Design demux_1_to_n_response_cache, sky130hd; sources not shown.
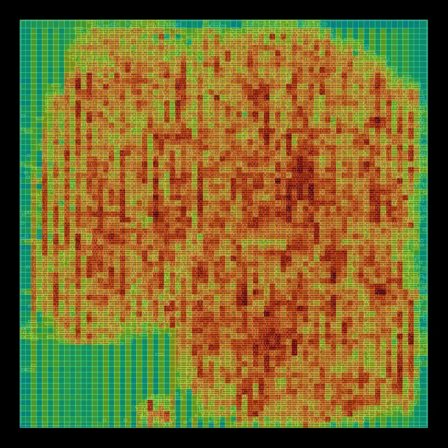
congestion_map.png
Avg WL per Cell: 35.39 um
final design utilization: 70.23%
global routing usage on met2: 52.28%
GRT Overall Usage: 31.85%

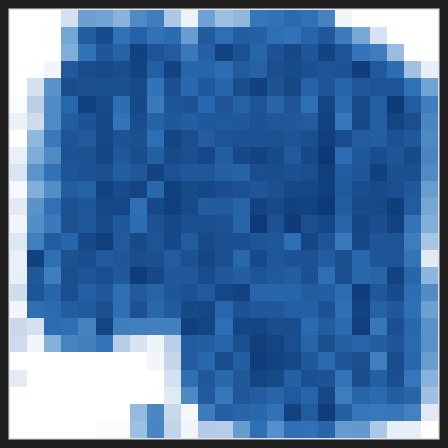
util_map.png
The die is cut into 25 by 25 equal tiles; white is low, dark blue is high, 0 to 100% covered.
The mean over all tiles is 68%. 65% of the tiles are over 75% full. The fullest tile reaches 97%. The emptiest ninth of the die: south-west. 9.8% of the tiles are nearly empty.
fp_density: 62.32%
core area: 0.2537 mm2

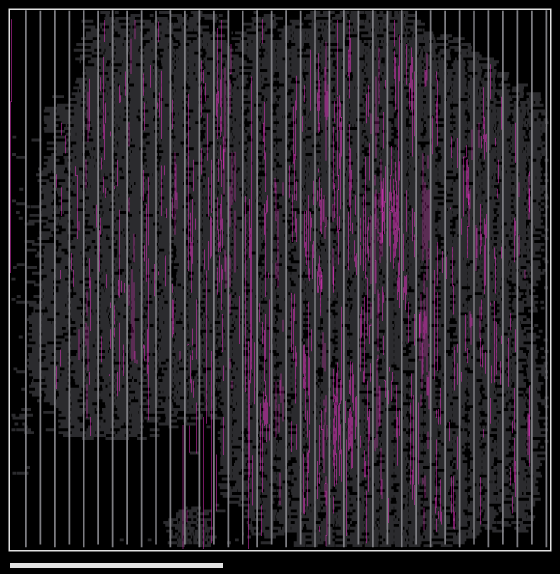
m4.png
The bar under the picture is 200 um long. Supply wires on this layer in gray. Cells faint in the background.
The longest straight run is 275 um. The layer holds 4.9% of the routed length.
final wirelength: 409100 um
DR vias: 81843

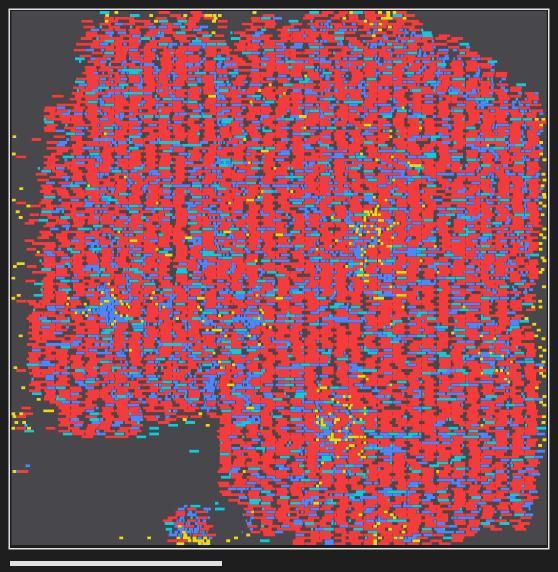
class_map.png
The bar under the picture is 200 um long. Fill, decap, tap and diode cells in gray.
Cyan is clock drivers and dummy loads, cells 739, share of their area 7.6%. Blue is remaining logic cells, cells 2840, share of their area 18%. Yellow is remaining buffers and delay cells, cells 396, share of their area 2.1%. Red is registers, cells 4208, share of their area 72%.
row cnt: 185
register share of the cell area: 70.27%
Finished Cell Area: 0.1782 mm2

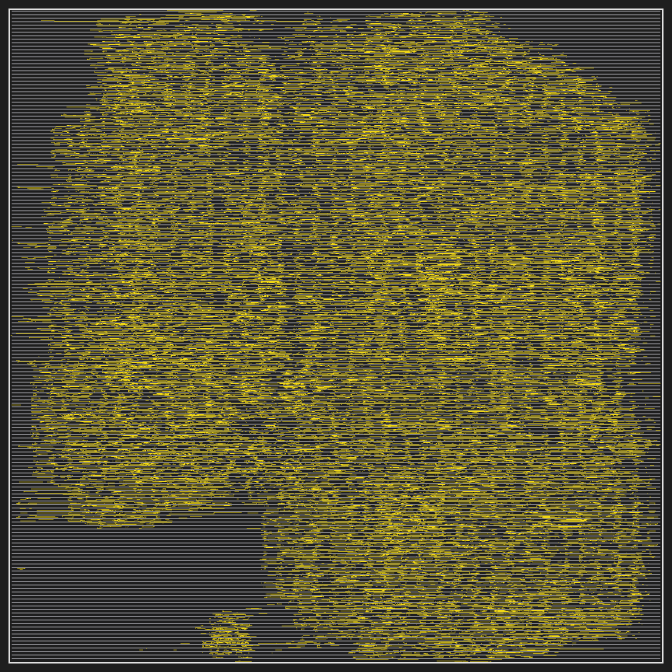
m1.png
Supply wires on this layer in gray.
The longest straight run is 105 um. 7714 nets have wire on it.
met1 usage: 40.57%

==> results.tsv <==
stage	metric	value	unit
yosys	synthArstFlopShare	5.894	%
worst_setup_path	rr_worst_depth	14	
yosys	synthTopLogicFamily	multiplexers	
clock_tree	cts_sinks	4208	
clock_tree	ctsLongestPathBuffers	4	
worst_setup_path	slowest_stage	clkdlybuf4s50_1	
yosys	aoi_share	3.603	%
place	portBuffers	146	
power	p_leak	56.82	nW
worst_setup_path	cp.arrival	2.43	ns
routing	wirelength_met1	134100	um
yosys	synth_area	0.1581	mm2
final_timing	hold_slack	0.2669	ns
power	top_power_group	registers	
power	switching_share	31.38	%
clock_tree	post_cts_resized	0	
flow_run	log.warning_count	79	
outcome	outcome	finished, violations left	
power	netSwitchingPower	19.29	mW
place	dp_hpwl	202500	um
final_timing	slew_violations	0	
final_timing	setup_viol	0	
global_routing	grt_remaining_overflow	0	
final_timing	fin_crit	4.613	ns
yosys	yosys_area	0.1581	mm2
clock_tree	path_clk_slew	0.06	ns
clock_tree	clock_latency	1.01	ns
layout	fillers	13727	
layout	area_dominant_class	flip-flops and latches	
routing	drtAntennaViolNets	1	
power	p_clk	17.8	mW
global_routing	grt_max_degree	189	
final_timing	hold_viol_final	0	
global_routing	grt_pass1_wl	581600	um
clock_tree	post_cts_buffers	0	
layout	largest_reg_flops	2560	
outcome	violations	antenna rules	
yosys	synthTopCellsByCount	edfxtp_1, mux4_2, mux2_2	
final_timing	max_slew_margin	9.403	%
Power and IR drop assume default switching activity.
